run_1/pdn.png
Scale bar: 20 um. Pins as bars on the die edge.
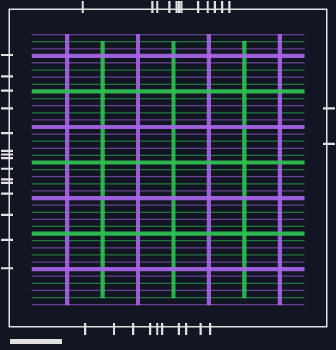
run_1/cell_classes.png
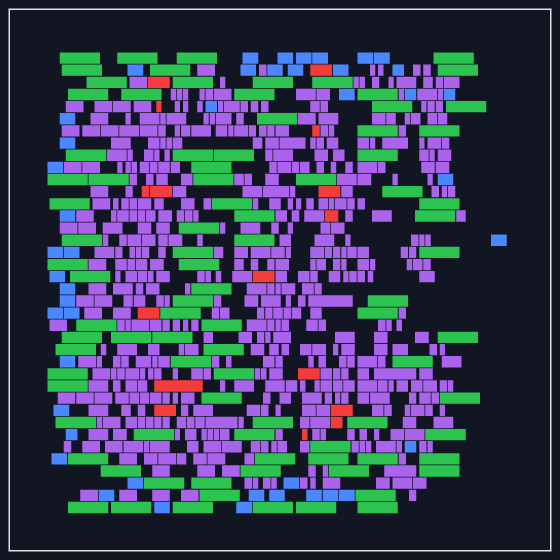
run_1/clock_map.png
Scale bar: 20 um.
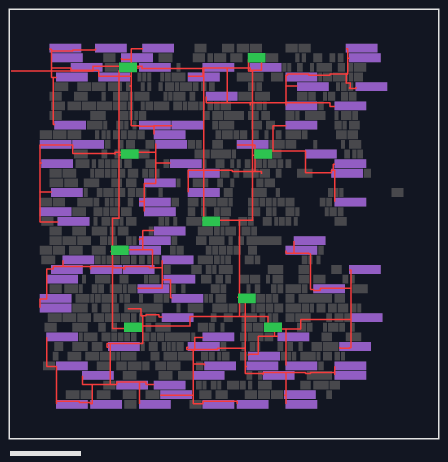
run_1/metal_stack.png
Scale bar: 20 um.
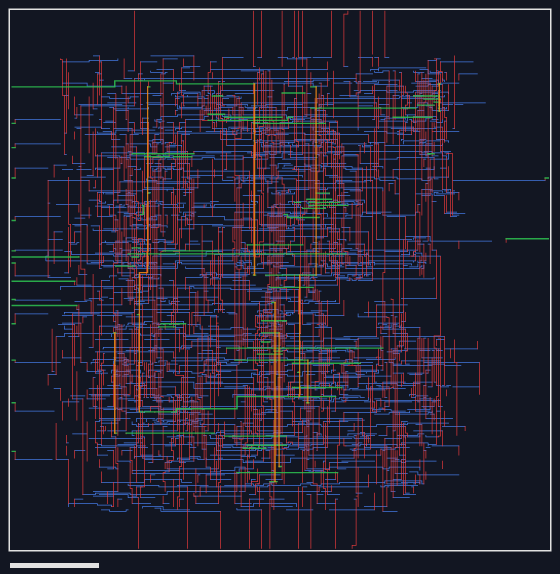
### config.mk
export PLATFORM = sky130hd
export DESIGN_NAME = dac_sample_interp
export DESIGN_NICKNAME = d
export VERILOG_FILES = /design/src/rtl/dac_sample_interp.sv
export SDC_FILE = /design/constraint.sdc
export NUM_CORES = 1
export LEC_CHECK = 0
export CORE_MARGIN = 8
export CORE_UTILIZATION = 55
export CTS_CLUSTER_DIAMETER = 100
export DETAILED_ROUTE_END_ITERATION = 7
export PLACE_DENSITY = 0.78
export REMOVE_ABC_BUFFERS = 1
export SETUP_SLACK_MARGIN = 0.1
export SYNTH_ARGS = -nofsm -noshare
export SYNTH_HDL_FRONTEND = slang
export SYNTH_SLANG_ARGS = --single-unit
### constraint.sdc
create_clock -name clk -period 8.5 [get_ports clk]
set_clock_uncertainty 0.05 [all_clocks]
set_input_delay 1.7 -clock clk [delete_from_list [all_inputs] [get_ports clk]]
set_output_delay 1.7 -clock clk [all_outputs]
set_load 0.005 [all_outputs]
### src/rtl/dac_sample_interp.sv
// ---------------------------------------------------------------------------
// dac_sample_interp
//
// This block feeds the second-order sigma-delta DAC. It accepts audio
// samples at the low sample rate and produces one linearly interpolated
// value every clk. Each sample period lasts 2^OSR_LOG2 clocks.
//
// Each sample boundary becomes a ramp. At startup the output ramps up from
// 0. On underflow (no new sample ready at a period boundary) the output
// holds the last value and underflow pulses for one clk.
//
// Ports:
//   clk           system clock
//   reset         asynchronous, active-high reset
//   sample_in     signed input sample, Q1.(DW-1)
//   sample_valid  sample_in is valid
//   sample_ready  block can accept a sample this cycle
//   dout          signed Q(NBITS).(MBITS) interpolated value, goes to DAC din
//   underflow     one-clk pulse: period boundary reached with nothing pending
// ---------------------------------------------------------------------------
module dac_sample_interp #(
    parameter int NBITS    = 2,
    parameter int MBITS    = 16,
    parameter int DW       = 16,
    parameter int OSR_LOG2 = 8
) (
    input  logic                          clk,
    input  logic                          reset,
    input  logic [DW-1:0]                 sample_in,
    input  logic                          sample_valid,
    output logic                          sample_ready,
    output logic signed [NBITS+MBITS-1:0] dout,
    output logic                          underflow
);

    localparam int TOT  = NBITS + MBITS;
    localparam int ACCW = TOT + OSR_LOG2 + 1;
    localparam int DELW = TOT + 1;
    localparam int SH   = MBITS - (DW - 1);

    localparam logic [0:0] ST_IDLE = 1'b0;
    localparam logic [0:0] ST_RUN  = 1'b1;

    localparam logic [OSR_LOG2-1:0] PHASE_LAST = '1;

    logic [0:0]                state_q, state_d;
    logic [DW-1:0]             pend_q, pend_d;
    logic                      pend_valid_q, pend_valid_d;
    logic signed [TOT-1:0]     nxt_q, nxt_d;
    logic signed [DELW-1:0]    delta_q, delta_d;
    logic signed [ACCW-1:0]    acc_q, acc_d;
    logic [OSR_LOG2-1:0]       phase_q, phase_d;

    logic                      boundary;
    logic                      xfer;
    logic                      load;
    logic signed [TOT-1:0]     src;
    logic signed [TOT-1:0]     pend_sx;
    logic signed [TOT-1:0]     pend_ext;

    assign boundary     = (state_q == ST_RUN) && (phase_q == PHASE_LAST);
    assign sample_ready = !pend_valid_q || boundary;
    assign xfer         = sample_valid && sample_ready;
    assign underflow    = boundary && !pend_valid_q;

    // Convert the pending sample from Q1.(DW-1) to Q(NBITS).(MBITS):
    // first sign-extend it, then align the binary point.
    assign pend_sx  = TOT'($signed(pend_q));
    assign pend_ext = pend_sx <<< SH;

    always_comb begin
        state_d      = state_q;
        pend_d       = pend_q;
        pend_valid_d = pend_valid_q;
        nxt_d        = nxt_q;
        delta_d      = delta_q;
        acc_d        = acc_q;
        phase_d      = phase_q;
        load         = 1'b0;
        src          = nxt_q;

        if (state_q == ST_IDLE) begin
            if (pend_valid_q) begin
                load    = 1'b1;
                src     = pend_ext;
                state_d = ST_RUN;
            end
        end else if (boundary) begin
            // If nothing is pending, reload the current endpoint.
            // That gives delta = 0, so the output holds.
            load = 1'b1;
            src  = pend_valid_q ? pend_ext : nxt_q;
        end else begin
            acc_d   = acc_q + {{OSR_LOG2{delta_q[DELW-1]}}, delta_q};
            phase_d = phase_q + OSR_LOG2'(1);
        end

        // acc starts each period at exactly the old endpoint, scaled by N.
        // This stops rounding drift carrying over between periods. delta
        // is one bit wider than a sample, so a full-scale swing cannot wrap.
        if (load) begin
            nxt_d   = src;
            delta_d = {src[TOT-1], src} - {nxt_q[TOT-1], nxt_q};
            acc_d   = {nxt_q[TOT-1], nxt_q, {OSR_LOG2{1'b0}}};
            phase_d = '0;
            if (pend_valid_q) begin
                pend_valid_d = 1'b0;
            end
        end

        // An incoming sample takes priority over the consume above. A new
        // sample arriving on the same boundary refills the buffer.
        if (xfer) begin
            pend_d       = sample_in;
            pend_valid_d = 1'b1;
        end
    end

    always_ff @(posedge clk or posedge reset) begin
        if (reset) begin
            state_q      <= ST_IDLE;
            pend_q       <= '0;
            pend_valid_q <= 1'b0;
            nxt_q        <= '0;
            delta_q      <= '0;
            acc_q        <= '0;
            phase_q      <= '0;
        end else begin
            state_q      <= state_d;
            pend_q       <= pend_d;
            pend_valid_q <= pend_valid_d;
            nxt_q        <= nxt_d;
            delta_q      <= delta_d;
            acc_q        <= acc_d;
            phase_q      <= phase_d;
        end
    end

    // dout is acc >>> OSR_LOG2, truncated to TOT bits: a plain slice of acc.
    assign dout = acc_q[OSR_LOG2 +: TOT];

    // The guard bit and the sub-LSB fraction bits of acc never reach dout.
    logic acc_unused;
    assign acc_unused = ^{acc_q[ACCW-1], acc_q[OSR_LOG2-1:0]};

endmodule

==> flow_summary_export.csv, run 1 <==
group,metric,value,unit
min_path,hold_class,"register to register",
min_path,whs_path_depth,1,
critical_path,crit_chain,"ha_1, and3_1, nand3_1, o21ai_4, buf_4, nand2_1, buf_4, mux2_2, ha_1, nor2b_1, o31a_1, o211ai_1, a21boi_1, a311oi_1, xor2_1, o21ai_0",
finish,lay_top_cells,"dfrtp_1 (89), a21oi_1 (63), nand2_1 (58)",
yosys,syn-cell-area,6050,um2
yosys,numSynthFlops,89,
grt,antenna_found_initial,0,
finish,nNetsFinal,725,
critical_path,cp-end-kind,"register",
sta,finalCritPeriodShare,0.503,
critical_path,path_class,"register to register",
finish,diodes,0,
clock_network,cts.root.buffer_cell,"clkbuf_8",
critical_path,slowest_delay,0.42,ns
critical_path,r2r_cells,16,
clock_network,ctsHoldBuffers,0,
sta,holdWs,0.427,ns
outcome,status,"completed",
pwr,p_leak,3.03,nW
die,io_pins,39,
placement,placed_area,6450,um2
sta,final_max_slew_viol_count,0,
yosys,ys_cells,645,
grt,grt-busiest-layer,"met2",
finish,drive_above_1_share,0.135,
placement,hpwl,10.4,mm
clock_network,cts_sinks,89,
finish,finalNonFillerCells,805,
critical_path,worstPathMaxFanout,46,
critical_path,arrival,4.47,ns
finish,layout_top_cell,"dfrtp_1",
yosys,synthMuxAreaShare,0.0905,
flow_run,tool_warnings,25,
yosys,yosys.stat.seqShare,0.368,
yosys,top_cells_by_count,"dfrtp_1 (89), a21oi_1 (63), nand2_1 (58)",
detailed_routing,drtPass1Iterations,5,
yosys,avgSynthCellArea,9.39,um2
clock_network,clk_latency,0.38,ns
finish,synthToLayoutAreaGrowth,9.61,%
sta,fin_setup_tns,0,ns
sta,max_slew.worst_pin.slew,1.13,ns
grt,groute.layer.met2.usage,0.332,
placement,gp_congestion,0.881,
clock_network,cts_resized,0,
yosys,aoi_share,0.222,
die,initCoreUtil,0.561,
detailed_routing,ant_nets,0,
clock_network,clock_path_buffers,2,
yosys,edf_count,0,
critical_path,crit_family,"AND-OR/OR-AND gates",
yosys,synthArstFlopShare,1.00,
critical_path,cp.depth,16,
grt,grtUsageMet3,0.0256,
Back to the opening pictures, pdn.png:
- VDD: green
- VSS: purple
- signal pins: 39
- rows: 38
- met5 straps: 7
- met4 straps: 7
CORE AREA: 10800 um2
Die Wd: 121 um
Die Ht: 121 um
Max VDD drop: 0.0938 mV

Back to the opening pictures, cell_classes.png:
- other buffers and delay cells: blue (cells 44; share of their area 6.6%)
- all other logic: purple (cells 516; share of their area 56%)
- flops: green (cells 89; share of their area 34%)
- clock drivers and dummy loads: red (cells 16; share of their area 2.9%)
Seq/total area: 0.336
final core occ: 0.615
row count: 38
final instance area: 6640 um2

Back to the opening pictures, clock_map.png:
- flip-flops: purple (count 89)
- cells driving clock nets: green (count 9)
- clock wires: red (length 1180 um)
- flops lie: widely spread
- routed clock nets: 10
clock-net power: 0.000293 W
clock share of power: 0.388

Back to the opening pictures, metal_stack.png:
- met4: orange (wire length 295 um)
- met1: blue (wire length 6510 um)
- met2: red (wire length 6820 um)
- met3: green (wire length 622 um)
global router's overall resource usage: 0.203
via count: 4861
Post-Route WL: 14.2 mm
DR WL/cell: 17.7 um

==> run 1: where the power goes <==
group | switching [W] | internal, W
clock network | 0.000157 | 0.000136
registers | 0.00000602 | 0.000432
logic | 0.0000113 | 0.0000140
total | 0.000175 | 0.000582
==> run 1: final timing paths <==
path,to,slack (ns),from
worst max-delay path,delta_q[15],4.22,phase_q[0]
worst min-delay path,phase_q[7],0.43,phase_q[7]
worst max register to register,delta_q[15],4.22,phase_q[0]
worst min register to register,phase_q[7],0.43,phase_q[7]
max in group asynchronous,acc_q[19],5.72,reset
min in group asynchronous,nxt_q[6],1.93,reset
==> run 1: registers in the layout (all words and copies together) (netlist names) <==
register,count
acc_q,26
delta_q,19
nxt_q,18
pend_q,16
phase_q,8
pend_valid_q,1
state_q,1
==> run 1: layout make-up <==
class,instances,area [um2]
Clock inverter,5,56.3
Timing Repair Buffer,44,425
Tap cell,140,175
Clock buffer,11,131
Multi-Input combinational cell,488,3510
Inverter,28,106
Sequential cell,89,2230
Fill cell,902,4160
==> run 1: worst reg2reg max path, cell delays in order (launching register included) <==
cell      delay (ns)
dfrtp_1         0.42
ha_1            0.25
and3_1          0.21
nand3_1         0.21
o21ai_4         0.08
buf_4           0.27
nand2_1         0.13
buf_4           0.36
mux2_2          0.43
ha_1            0.28
nor2b_1         0.15
o31a_1          0.29
o211ai_1        0.23
a21boi_1        0.19
a311oi_1        0.33
xor2_1          0.16
o21ai_0         0.09
==> run 1: per-layer routing <==
metal	up-vias	routed length [um]
met2	129	6820
met4	0	294
li1	2360	-
met1	2349	6510
met3	23	622
met5	-	0
run_1/final_clocks.png
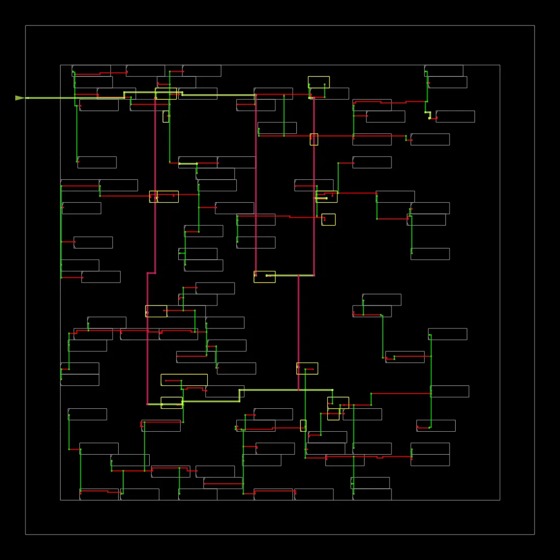

==> inputs of run 2 (changes only) <==
--- a/config.mk
+++ b/config.mk
@@ -6,10 +6,10 @@
 export NUM_CORES = 1
 export LEC_CHECK = 0
 export CORE_MARGIN = 8
-export CORE_UTILIZATION = 55
+export CORE_UTILIZATION = 54
 export CTS_CLUSTER_DIAMETER = 100
 export DETAILED_ROUTE_END_ITERATION = 7
-export PLACE_DENSITY = 0.78
+export PLACE_DENSITY = 0.8
 export REMOVE_ABC_BUFFERS = 1
 export SETUP_SLACK_MARGIN = 0.1
 export SYNTH_ARGS = -nofsm -noshare
==> constraint.sdc (replaced) <==
create_clock -name clk -period 3.9 [get_ports clk]
set_clock_uncertainty 0.05 [all_clocks]
set_input_delay 0.78 -clock clk [delete_from_list [all_inputs] [get_ports clk]]
set_output_delay 0.78 -clock clk [all_outputs]
set_load 0.005 [all_outputs]
run_2/final_clocks.png
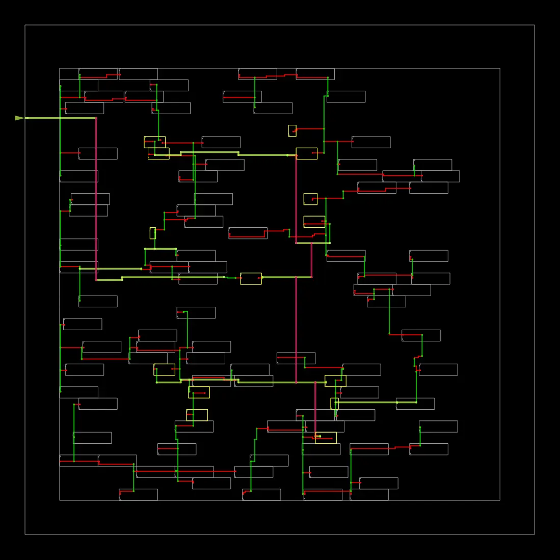
clk latency late pin: 0.37 ns
clock-net power: 0.000565 W
TritonCTS buffer count: 9
# clock sinks: 89
flip-flops: 89

run_2/metal_stack.png
Scale bar: 20 um.
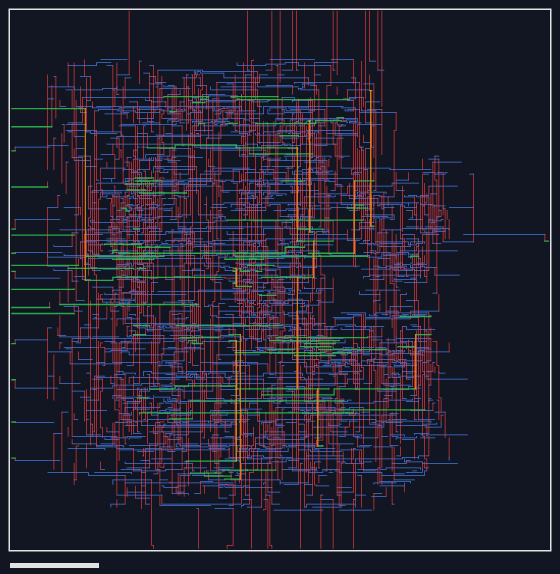
- met2: red (wire length 7160 um)
- met3: green (wire length 978 um)
- met4: orange (wire length 254 um)
- met1: blue (wire length 6190 um)

==> flow_summary_export.csv, run 2 <==
group,metric,value,unit
outcome,status,"completed",
pwr,p_leak,3.08,nW
finish,lay_top_cells,"dfrtp_1 (89), a21oi_1 (62), nand2_1 (57)",
detailed_routing,ant_nets,0,
grt,antenna_found_initial,0,
critical_path,cp-end-kind,"register",
placement,placed_area,6470,um2
yosys,numSynthFlops,89,
detailed_routing,wl_met2,7.16,mm
grt,groute.layer.met2.usage,0.342,
min_path,hold_class,"register to register",
finish,postLayoutCoreUtil,0.617,
die,rows,38,
detailed_routing,vias_per_cell,6.19,
yosys,ys_cells,645,
finish,seqCellArea,2230,um2
finish,nNetsFinal,731,
finish,layout_top_cell,"dfrtp_1",
detailed_routing,met3_length,978,um
clock_network,cts.root.buffer_cell,"clkbuf_8",
sta,rsz0062_at_grt,"false",
yosys,yosys.stat.seqShare,0.368,
sta,max_slew.worst_pin.slew,0.945,ns
pwr,peakVddDrop,0.227,mV
finish,diodes,0,
finish,combGateArea,3530,um2
sta,finalCritPeriodShare,0.915,
die,die_h,122,um
flow_run,tool_warnings,25,
die,die_w,122,um
detailed_routing,wl_per_cell,18.0,um
sta,holdWs,0.439,ns
detailed_routing,drt_wl_total,14.6,mm
placement,place.detailed.instances,789,
placement,gp_congestion,0.926,
critical_path,crit_chain,"ha_1, and3_1, nand3_2, o21ai_2, nand2_2, buf_12, mux2_2, ha_1, nor2b_1, o31a_1, o211ai_1, a21boi_2, a311oi_2, xor2_1, o21ai_0",
finish,largest_register,"acc_q",
clock_network,clock_path_buffers,2,
die,initCoreUtil,0.556,
detailed_routing,dr.max_layer_used,"met4",
finish,finalNonFillerCells,809,
sta,clock.fmax,0.280,GHz
detailed_routing,wl_met1,6.19,mm
detailed_routing,dr_total_vias,5005,
finish,design_area,6720,um2
detailed_routing,drtPass1Iterations,6,
yosys,avgSynthCellArea,9.39,um2
finish,synthToLayoutAreaGrowth,10.9,%
critical_path,worstPathMaxFanout,12,
yosys,top_cells_by_count,"dfrtp_1 (89), a21oi_1 (63), nand2_1 (58)",
die,core,10900,um2
critical_path,slowest_delay,0.41,ns
yosys,syn-cell-area,6050,um2
finish,drive_above_1_share,0.151,
critical_path,path_class,"register to register",
die,io_pins,39,
critical_path,arrival,3.73,ns
yosys,yosys.area.top_type_share,0.368,
yosys,edf_count,0,
yosys,synthArstFlopShare,1.00,
detailed_routing,detail_route.drc_violations,0,
finish,top_regs,"acc_q x26, delta_q x19, nxt_q x18",
grt,grtUsageMet3,0.0463,
sta,final_max_slew_viol_count,0,
finish,filler_cell_count,903,
grt,grt-busiest-layer,"met2",
sta,fin_setup_tns,0,ns
finish,largest_register_ffs,26,
placement,hpwl,10.5,mm
grt,grtUsageTotal,0.200,
[run 2: timing repair]
item | CTS | global route
setup buffers | 0 | 5
hold buffers | 0 | 0
gates resized | 0 | 6
endpoints found under the setup margin | 0 | 8
[run 2: path summary, 6_finish.rpt]
| check | slack [ns] | cells past startpoint | start | endpoint |
|---|---|---|---|---|
| worst max register to register | 0.33 | 15 | phase_q[0] | delta_q[15] |
| max in group asynchronous | 2.29 | 3 | reset | phase_q[3] |
| worst min register to register | 0.44 | 1 | phase_q[7] | phase_q[7] |
| worst min-delay path | 0.44 | 1 | phase_q[7] | phase_q[7] |
| worst max-delay path | 0.33 | 15 | phase_q[0] | delta_q[15] |
| min in group asynchronous | 0.83 | 2 | reset | pend_q[5] |
[run 2: critical path, delay by kind of cell (launching register included)]
kind / cells / cell delay [ns]
muxes: 1 / 0.36
buffers and inverters: 1 / 0.15
AOI/OAI and AO/OA: 6 / 1.18
adders and majority gates: 2 / 0.52
xor gates and xnor gates: 1 / 0.15
DFF: 1 / 0.41
and+or+nand+nor: 4 / 0.59
[run 2: logic make-up after synthesis]
| family | count (synthesis) | share of synthesized area |
|---|---|---|
| and+or+nand+nor | 153 | 0.116 |
| buffers and inverters | 68 | 0.0543 |
| DFF | 89 | 0.368 |
| muxes | 49 | 0.0905 |
| xor gates and xnor gates | 36 | 0.0521 |
| AOI/OAI and AO/OA | 204 | 0.222 |
| adders and majority gates | 46 | 0.0975 |
[run 2: cell type report]
cell class	instances	area share
Timing Repair Buffer	50	0.0764
Clock buffer	11	0.0211
Inverter	28	0.0158
Multi-Input combinational cell	488	0.526
Tap cell	140	0.0261
Sequential cell	89	0.332
Clock inverter	3	0.00279
[run 2: power by group]
group	internal [W]	switching, W
sequential	0.000941	0.0000140
combinational	0.0000319	0.0000248
clock	0.000241	0.000324
run_2/cell_classes.png
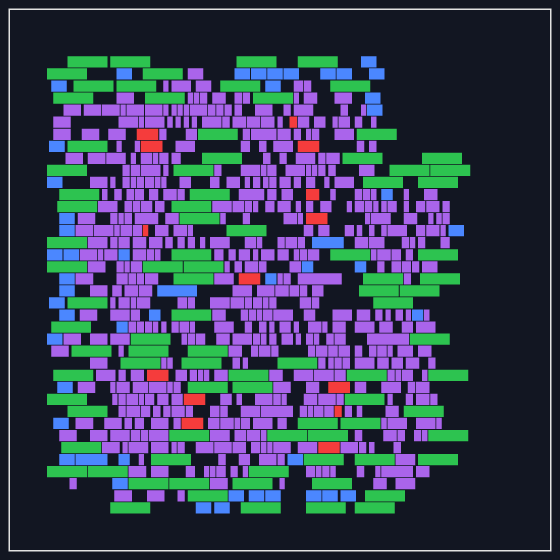

==> inputs of run 3 (changes only) <==
--- a/config.mk
+++ b/config.mk
@@ -5,11 +5,12 @@
 export SDC_FILE = /design/constraint.sdc
 export NUM_CORES = 1
 export LEC_CHECK = 0
+export CAP_MARGIN = 20
 export CORE_MARGIN = 8
-export CORE_UTILIZATION = 54
+export CORE_UTILIZATION = 35
 export CTS_CLUSTER_DIAMETER = 100
 export DETAILED_ROUTE_END_ITERATION = 7
-export PLACE_DENSITY = 0.8
+export PLACE_DENSITY = 0.57
 export REMOVE_ABC_BUFFERS = 1
 export SETUP_SLACK_MARGIN = 0.1
 export SYNTH_ARGS = -nofsm -noshare
run_3/cell_classes.png
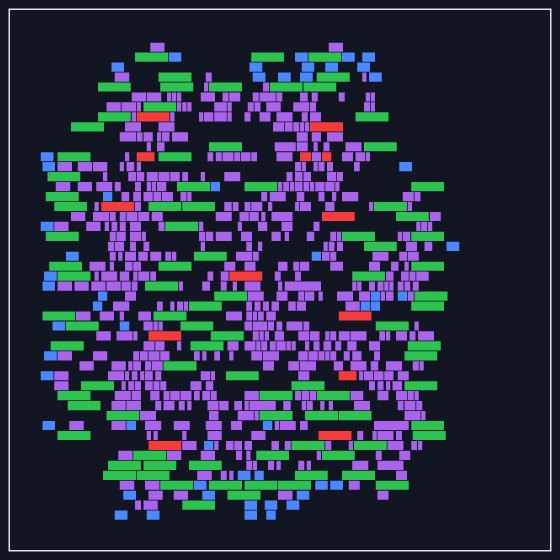
- other buffers and delay cells: blue (cells 53; share of their area 7.5%)
- clock drivers and dummy loads: red (cells 13; share of their area 4.1%)
- all other logic: purple (cells 516; share of their area 55%)
- flops: green (cells 89; share of their area 34%)
row count: 48
final instance area: 6900 um2
final core occ: 0.403
Seq/total area: 0.323
CORE AREA: 17100 um2

==> flow_summary_export.csv, run 3 <==
group,metric,value,unit
grt,grt_pass1_vias,4813,
yosys,yosys.area.top_type_share,0.368,
yosys,syn-cell-area,6050,um2
critical_path,startpoint,"phase_q[0]",
pwr,peakVddDrop,0.207,mV
yosys,avgSynthCellArea,9.39,um2
finish,top_regs,"acc_q x26, delta_q x19, nxt_q x18",
sta,period_needed,3.54,ns
flow_run,maxCapViolCount,0,
sta,final_max_slew_viol_count,0,
yosys,synthArstFlopShare,1.00,
grt,grt_max_degree,46,
detailed_routing,wl_per_cell,17.0,um
detailed_routing,detail_route.drc_violations,0,
detailed_routing,drtPass1Iterations,7,
critical_path,cp-end-kind,"register",
critical_path,arrival,3.75,ns
yosys,top_cells_by_count,"dfrtp_1 (89), a21oi_1 (63), nand2_1 (58)",
die,die_w,148,um
finish,diodes,0,
pwr,p_leak,3.11,nW
clock_network,cts_inserted_buffers,9,
finish,largest_register,"acc_q",
die,die_h,148,um
grt,antenna_found_initial,0,
min_path,min_from,"phase_q[7]",
min_path,hold_class,"register to register",
min_path,whs_path_depth,1,
critical_path,crit_chain,"ha_1, and3_1, nand3_1, o21ai_2, nand2_4, buf_4, and2_1, inv_1, ha_1, fa_1, nand2b_1, a21oi_2, o211a_1, o21a_1, nor2_1, o211ai_1, nor3b_1",
critical_path,crit_slowest_cell,"fa_1",
critical_path,worstPathMaxFanout,9,
finish,layout_top_cell,"dfrtp_1",
critical_path,r2r_end,"delta_q[16]",
die,initCoreUtil,0.354,
clock_network,cts_sinks,89,
sta,slew_headroom,0.402,
yosys,topCellsByArea,"dfrtp_1 (37%), ha_1 (9.1%), mux2_2 (8.6%), a21oi_1 (5.2%), xor2_1 (4.2%)",
clock_network,clock_path_buffers,2,
min_path,holdPathEnd,"phase_q[7]",
sta,holdWs,0.439,ns
yosys,numSynthFlops,89,
critical_path,critPathBufInv,2,
finish,synthToLayoutAreaGrowth,13.9,%
placement,port_buffers,38,
detailed_routing,ant_nets,0,
placement,gp_congestion,0.874,
clock_network,cts.root.buffer_cell,"clkbuf_16",
yosys,yosysUniqueCellTypes,63,
detailed_routing,vias_per_cell,5.45,
sta,rsz0062_at_grt,"false",
finish,drive_above_1_share,0.149,
grt,grtUsageTotal,0.144,
yosys,edf_count,0,
finish,lay_top_cells,"dfrtp_1 (89), a21oi_1 (62), nand2_1 (57)",
sta,clock.fmax,0.283,GHz
critical_path,r2r_cells,17,
critical_path,reg2reg_from,"phase_q[0]",
sta,setup_slack,0.363,ns
critical_path,crit_family,"simple AND/OR/NAND/NOR gates",
yosys,yosysWarningCount,0,
placement,hpwl,11.7,mm
detailed_routing,drt_wl_total,15.2,mm
critical_path,slowest_delay,0.41,ns
die,dieArea,21800,um2
die,io_pins,39,
clock_network,cts_setup_buffers,0,
flow_run,tool_warnings,25,
critical_path,path_common_cell,"ha_1",
critical_path,path_class,"register to register",
sta,max_slew.worst_pin.slew,0.896,ns
pwr,power_density,265,nW/um2
yosys,yosys.stat.seqShare,0.368,
critical_path,r2r_slack,0.36,ns
finish,largest_register_ffs,26,
detailed_routing,dr_total_vias,4879,
outcome,status,"completed",
sta,setup_viol,0,
clock_network,ctsHoldBuffers,0,
yosys,synth_cells,645,
sta,finalCritPeriodShare,0.907,
finish,nNetsFinal,734,
yosys,ys_cells,645,
critical_path,cp-start-kind,"register",
clock_network,cts_resized,1,
critical_path,crit_required,4.11,ns
run_3/clock_map.png
Scale bar: 50 um.
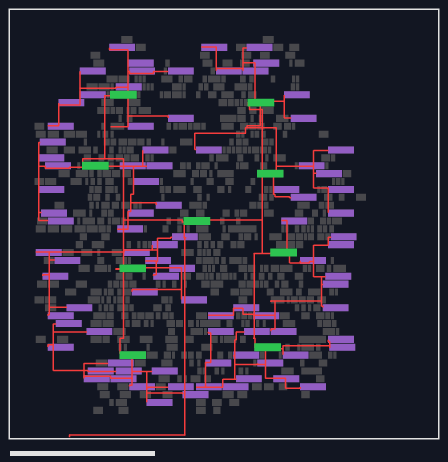
- clock wires: red (length 1310 um)
- flip-flops: purple (count 89)
- cells driving clock nets: green (count 9)
- flops lie: widely spread
clock-net power: 0.000818 W
clock share of power: 0.447
clk latency late pin: 0.35 ns

## run 3: cell counts after synthesis
Identical to the previous run, type by type.
## run 3: report_power, final
| group | internal (W) | switching [W] |
|---|---|---|
| Sequential | 0.000943 | 0.0000138 |
| Clock | 0.000457 | 0.000360 |
| Combinational | 0.0000311 | 0.0000253 |
## run 3: per-stage QoR
step	total power [W]	cells	setup TNS, ns	instance area [um2]
final	0.00183	896	0	6900
after global routing	0.00190	896	0	6900
after CTS	0.00186	896	0	6890
after detailed placement	0.00103	883	0	6620
after global placement	0.00103	883	0	6620
after floorplan	0.000999	605	-5.93	5830
## run 3: final cells by class
type,instances,area [um2]
fillers,1694,10200
inverters,28,106
well taps,225,282
flip-flops and latches,89,2230
clock buffers,11,253
clock inverters,2,16.3
repair buffers,53,493
multi-input cells,488,3520
## run 3: worst max-delay path by stage
| stage | depth (start not counted) | endpoint | slack (ns) |
|---|---|---|---|
| 5_1_grt | 15 | delta_q[15] | 0.12 |
| 6_report | 17 | delta_q[16] | 0.36 |
| 2_1_floorplan | 12 | delta_q[15] | -0.65 |
| 3_3_place_gp | 15 | delta_q[15] | 0.23 |
| 4_1_cts | 17 | delta_q[18] | 0.25 |
| 3_5_place_dp | 17 | delta_q[18] | 0.13 |
## run 3: cell families (layout without fill, tap and decap cells)
logic type               count (synthesis)  count (layout)  synth area share
XOR/XNOR                                36              36            0.0521
AND-OR/OR-AND                          204             204             0.222
multiplexers                            49              49            0.0905
AND/OR/NAND/NOR                        153             153             0.116
flip-flops                              89              89             0.368
buffers and inverters                   68              94            0.0543
adder cells (fa/ha/maj)                 46              46            0.0975
## run 3: layer usage
metal	global-route usage	vias to the layer above	wire [um]
met5	0	-	0
met4	0.0668	0	415
met3	0.0168	26	534
met2	0.236	121	7310
met1	0.186	2359	6950
li1	-	2373	-
Power is estimated from default activity; no workload was simulated.
